Figure 1. Routed metal per tile (run 1).
Scale bar: 20 microns. 18 x 18 tiles, from dark blue (low) to red (high), scaled to the fullest tile. Values are wire area over tile area, all layers added.
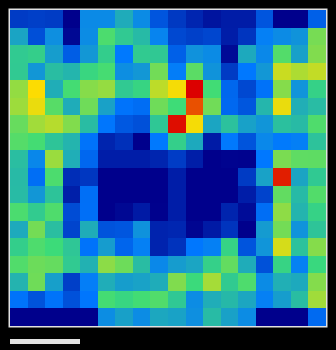
Figure 2. A small window of the routed layout (run 1).
Scale bar: 20 microns. Window x 20 to 70, y 38 to 88 microns. Cells in gray, sequential cells in the stronger gray; small squares are vias.
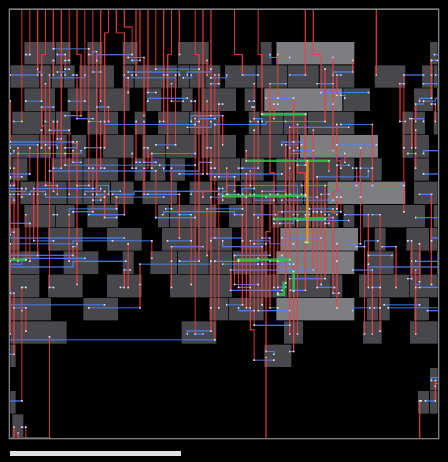
Figure 3. Clock routing (run 1).
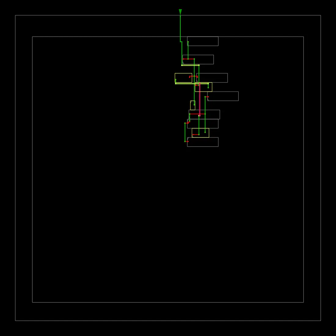
Figure 4. Pin map (run 1).
Scale bar: 20 microns. Pins as bars across the die edge, other pins in gray.
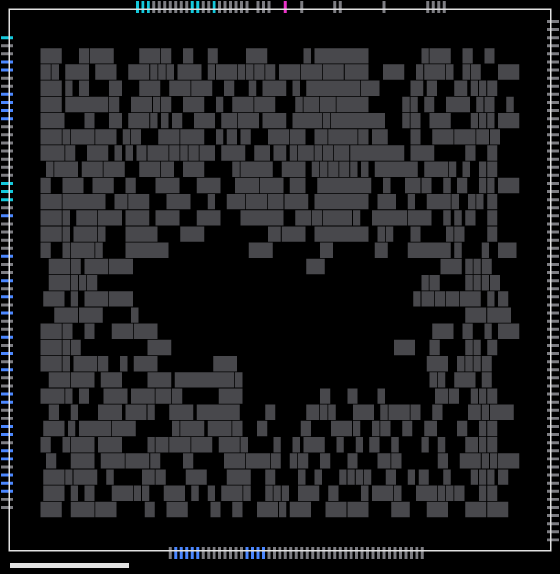
**src/rtl/mips32_pkg.sv**
```systemverilog
// Shared definitions for the MIPS32 unified-memory slice.
//   MIPS_AW / MIPS_DW : default word-address and data widths (1024 x 32 memory)
//   arb_state_t       : arbiter sequencing states
//   owner_t           : which requester owns an in-flight read response
package mips32_pkg;

    localparam int MIPS_AW = 10;
    localparam int MIPS_DW = 32;

    typedef enum logic [1:0] {
        ST_RUN,
        ST_DRAIN,
        ST_STOPPED
    } arb_state_t;

    typedef enum logic {
        OWN_IF,
        OWN_D
    } owner_t;

endpackage

```
**src/rtl/mips32_arb_prio.sv**
```systemverilog
// Two-way combinational priority pick between fetch and data.
// Data wins on contention unless the starvation override is raised,
// in which case fetch wins.
//   v_if     : fetch request, already qualified (flush/halt/state masked)
//   v_d      : data request, already qualified
//   force_if : fetch starvation limit reached
//   gnt_if   : fetch granted
//   gnt_d    : data granted
module mips32_arb_prio (
    input  logic v_if,
    input  logic v_d,
    input  logic force_if,
    output logic gnt_if,
    output logic gnt_d
);

    always_comb begin
        gnt_if = v_if && (!v_d || force_if);
        gnt_d  = v_d && !(v_if && force_if);
    end

endmodule

```
**src/rtl/mips32_mem_arbiter.sv**
```systemverilog
// Arbiter sharing the single-port unified I/D memory between the IF stage
// (fetch, read-only) and the MEM stage (LW/SW). One access per cycle, data
// first, with a bounded anti-starvation override for fetch. Read data comes
// back one cycle after the accept and is steered to the owning requester.
//   clk, rst_n        : clock, asynchronous active-low reset
//   if_req_*          : fetch request / handshake
//   if_rsp_*          : fetch response (killed by flush)
//   d_req_*           : load/store request / handshake
//   d_rsp_*           : load data or store completion (data 0)
//   flush             : taken branch; masks fetch and kills pending fetch data
//   halt, halted      : stop granting, drain, report stopped
//   mem_*             : single-port synchronous memory interface
module mips32_mem_arbiter
    import mips32_pkg::*;
#(
    parameter int AW         = MIPS_AW,
    parameter int DW         = MIPS_DW,
    parameter int STARVE_MAX = 3
) (
    input  logic          clk,
    input  logic          rst_n,
    input  logic          if_req_valid,
    input  logic [AW-1:0] if_req_addr,
    output logic          if_req_ready,
    output logic          if_rsp_valid,
    output logic [DW-1:0] if_rsp_data,
    input  logic          d_req_valid,
    input  logic          d_req_we,
    input  logic [AW-1:0] d_req_addr,
    input  logic [DW-1:0] d_req_wdata,
    output logic          d_req_ready,
    output logic          d_rsp_valid,
    output logic [DW-1:0] d_rsp_data,
    input  logic          flush,
    input  logic          halt,
    output logic          halted,
    output logic          mem_en,
    output logic          mem_we,
    output logic [AW-1:0] mem_addr,
    output logic [DW-1:0] mem_wdata,
    input  logic [DW-1:0] mem_rdata
);

    localparam int SW = (STARVE_MAX > 0) ? $clog2(STARVE_MAX + 1) : 1;

    arb_state_t    state;
    logic [SW-1:0] starve_cnt;
    logic          rd_pend;
    owner_t        rd_owner;
    logic          wr_ack;

    logic arb_on;
    logic v_if;
    logic v_d;
    logic starved;
    logic gnt_if;
    logic gnt_d;
    logic rd_pend_nxt;
    logic wr_ack_nxt;
    logic pend_nxt;
    logic if_pend;
    logic d_rd;

    // Halt gates grants in the very cycle it is raised.
    assign arb_on  = (state == ST_RUN) && !halt;
    assign v_if    = arb_on && if_req_valid && !flush;
    assign v_d     = arb_on && d_req_valid;
    assign starved = (starve_cnt == SW'(STARVE_MAX));

    mips32_arb_prio u_prio (
        .v_if     (v_if),
        .v_d      (v_d),
        .force_if (starved),
        .gnt_if   (gnt_if),
        .gnt_d    (gnt_d)
    );

    always_comb begin
        if_req_ready = gnt_if;
        d_req_ready  = gnt_d;
        mem_en       = gnt_if || gnt_d;
        mem_we       = gnt_d && d_req_we;
        mem_addr     = '0;
        mem_wdata    = '0;
        if (gnt_d) begin
            mem_addr = d_req_addr;
            if (d_req_we)
                mem_wdata = d_req_wdata;
        end else if (gnt_if) begin
            mem_addr = if_req_addr;
        end
    end

    assign rd_pend_nxt = gnt_if || (gnt_d && !d_req_we);
    assign wr_ack_nxt  = gnt_d && d_req_we;
    assign pend_nxt    = rd_pend_nxt || wr_ack_nxt;

    // A pending fetch is simply never reported under flush; rd_pend is
    // rewritten every edge, so the killed response is gone one cycle later.
    always_comb begin
        if_pend      = rd_pend && (rd_owner == OWN_IF);
        d_rd         = rd_pend && (rd_owner == OWN_D);
        if_rsp_valid = if_pend && !flush;
        if_rsp_data  = if_rsp_valid ? mem_rdata : '0;
        d_rsp_valid  = d_rd || wr_ack;
        d_rsp_data   = d_rd ? mem_rdata : '0;
    end

    always_ff @(posedge clk or negedge rst_n) begin
        if (!rst_n) begin
            state      <= ST_RUN;
            halted     <= 1'b0;
            starve_cnt <= '0;
            rd_pend    <= 1'b0;
            rd_owner   <= OWN_IF;
            wr_ack     <= 1'b0;
        end else begin
            rd_pend  <= rd_pend_nxt;
            rd_owner <= gnt_if ? OWN_IF : OWN_D;
            wr_ack   <= wr_ack_nxt;

            if (!if_req_valid)
                starve_cnt <= '0;
            else if (flush)
                starve_cnt <= starve_cnt;
            else if (gnt_if)
                starve_cnt <= '0;
            else if (gnt_d && !starved)
                starve_cnt <= starve_cnt + SW'(1);

            // Drain completion looks at what remains outstanding after this
            // edge: responses due in the halt cycle finish at that same edge,
            // so STOPPED is reached one cycle after halt.
            case (state)
                ST_RUN: begin
                    if (halt) begin
                        state  <= pend_nxt ? ST_DRAIN : ST_STOPPED;
                        halted <= !pend_nxt;
                    end
                end
                ST_DRAIN: begin
                    if (!pend_nxt) begin
                        state  <= ST_STOPPED;
                        halted <= 1'b1;
                    end
                end
                ST_STOPPED: begin
                    state  <= ST_STOPPED;
                    halted <= 1'b1;
                end
                default: begin
                    state  <= ST_STOPPED;
                    halted <= 1'b1;
                end
            endcase
        end
    end

endmodule

```
**config.mk**
```make
export PLATFORM = sky130hd
export DESIGN_NAME = mips32_mem_arbiter
export DESIGN_NICKNAME = d
export VERILOG_FILES = /design/src/rtl/mips32_pkg.sv /design/src/rtl/mips32_arb_prio.sv /design/src/rtl/mips32_mem_arbiter.sv
export SDC_FILE = /design/constraint.sdc
export NUM_CORES = 1
export LEC_CHECK = 0
export ABC_AREA = 1
export CAP_MARGIN = 10
export CORE_MARGIN = 5
export CORE_UTILIZATION = 21
export DETAILED_ROUTE_END_ITERATION = 16
export PLACE_DENSITY = 0.77
export SLEW_MARGIN = 30
export SYNTH_ARGS = -nofsm -noshare
export SYNTH_HDL_FRONTEND = slang
export SYNTH_SLANG_ARGS = --single-unit
export TNS_END_PERCENT = 30
```
**constraint.sdc**
```tcl
create_clock -name clk -period 1.31 [get_ports clk]
set_input_delay 0.1965 -clock clk [delete_from_list [all_inputs] [get_ports clk]]
set_output_delay 0.1965 -clock clk [all_outputs]
set_load 0.005 [all_outputs]
```
==> flow_summary.json, run 1 <==
{
  "antenna_found_initial": 0,
  "outcome": "finished, violations left",
  "num-fill-cells": 596,
  "final-comb-area_sq_mm": 0.00107,
  "cp_slowest_stage_delay_ns": 0.38,
  "crit_start": "starve_cnt[0]$_DFFE_PN0P_",
  "wl_met2_microns": 3890,
  "cts.reportedPaths.clkPinSlew_ns": 0.04,
  "ys.flop_type": "dfrtp_1",
  "final-setup-viol-count": 87,
  "tns_ns": -29.22,
  "worstRegToRegCells": 8,
  "regArea_sq_um": 175,
  "most_common_cell": "nor2_1",
  "p_comb_share_pct": 43.4,
  "portBuffers": 203,
  "worst_slack_ns": -0.580,
  "yosysChipArea_sq_mm": 0.00137,
  "violations": "negative setup slack",
  "rows": 29,
  "num_vias": 2386,
  "hold_slack_ns": 0.223,
  "path_class": "reg -> out",
  "pwr-share-clk_pct": 32.6,
  "reg2reg_slack_ns": -0.10,
  "slew_violations": 0,
  "cp_slowest_cell": "dfrtp_1",
  "total_power_uw": 919,
  "xor_share_pct": 0,
  "fmax_mhz": 529,
  "place_congestion": 0.733,
  "arrival_ns": 1.69,
  "maxPowerGroup": "combinational cells",
  "fp_nets": 341,
  "syn_area_sq_mm": 0.00137,
  "ys_sh_simple_pct": 65.8,
  "tapCellCount": 77
}
## Picture notes: Figure 1
- mean over tiles: 0.15
- tiles over half the peak: 21%
- fullest tile: 0.45

## Picture notes: Figure 2
- metal 4: orange
- metal 1: blue
- metal 3: green
- metal 2: red
- sequential cells in the window: 7
- cells with their middle in the window: 150
- netlist names of flops here include: starve_cnt (2)
- most frequent: nand2_1 (19), clkdlybuf4s50_1 (19), buf_6 (16)

## Picture notes: Figure 3
Worst-Skew Late Latency: 0.22 ns
clk sinks: 7

## Picture notes: Figure 4
- mem_wdata: blue (pins 32; direction output; edge 23 left, 9 bottom)
- d_req_addr: cyan (pins 10; direction input; edge 6 top, 4 left)
- if_req_valid: magenta (pins 1; direction input; edge top)

==> run 2, diff against run 1 <==
--- a/config.mk
+++ b/config.mk
@@ -11,6 +11,7 @@
 export CORE_UTILIZATION = 21
 export DETAILED_ROUTE_END_ITERATION = 16
 export PLACE_DENSITY = 0.77
+export SETUP_SLACK_MARGIN = 0.5
 export SLEW_MARGIN = 30
 export SYNTH_ARGS = -nofsm -noshare
 export SYNTH_HDL_FRONTEND = slang
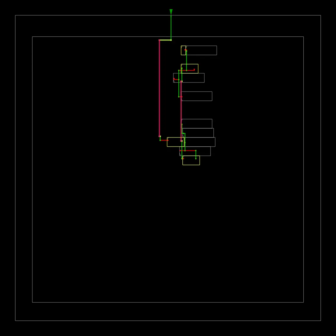
Figure 5: run 2, clock routing.
Seq Cell Count: 7
clock skew: 0.00275 ns

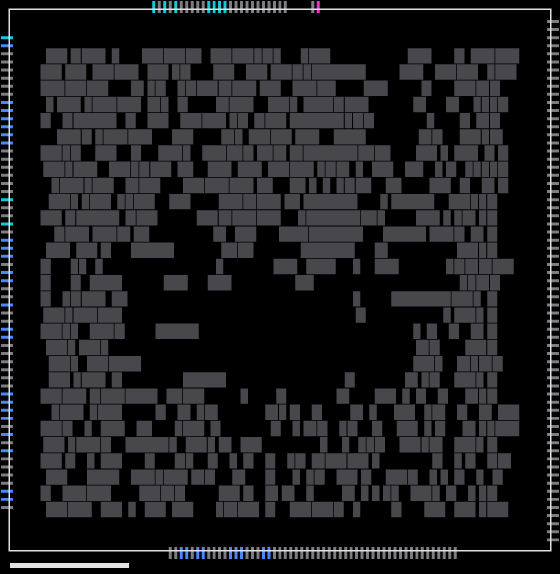
Figure 6: run 2, pin map.
Scale bar: 20 microns. Pins as bars across the die edge, other pins in gray.
- if_req_valid: magenta (pins 1; direction input; edge top)
- d_req_addr: cyan (pins 10; direction input; edge 7 top, 3 left)
- mem_wdata: blue (pins 32; direction output; edge 23 left, 9 bottom)

==> flow_summary.json, run 2 <==
{
  "final-setup-viol-count": 83,
  "antenna_cells": 0,
  "pwr-share-clk_pct": 31.7,
  "drive_gt1_share_pct": 53.7,
  "maxPowerGroup": "combinational cells",
  "syn_area_sq_mm": 0.00137,
  "cp_slowest_cell": "dfrtp_1",
  "insertion_delay_ns": 0.22,
  "most_common_cell": "nor2_1",
  "portBuffers": 203,
  "crit_start": "state[0]$_DFFE_PN0P_",
  "path_class": "reg -> out",
  "violations": "negative setup slack",
  "place_congestion": 0.756,
  "outcome": "finished, violations left",
  "wl_met2_microns": 4070,
  "tapCellCount": 77,
  "cp_slowest_stage_delay_ns": 0.39,
  "yosysChipArea_sq_mm": 0.00137,
  "worst_slack_ns": -0.526,
  "cts.reportedPaths.clkPinSlew_ns": 0.04,
  "total_power_uw": 922,
  "fp_nets": 341,
  "clock_sinks": 7,
  "regArea_sq_um": 175,
  "ys.flop_type": "dfrtp_1",
  "arrival_ns": 1.64,
  "hold_slack_ns": 0.223,
  "tns_ns": -27.34,
  "fp_util_pct": 21.5,
  "antenna_found_initial": 0,
  "rows": 29,
  "ys_sh_simple_pct": 65.8,
  "reg2reg_slack_ns": -0.06,
  "xor_share_pct": 0
}
Power figures rest on the tool's default switching activity, not on a simulated workload.
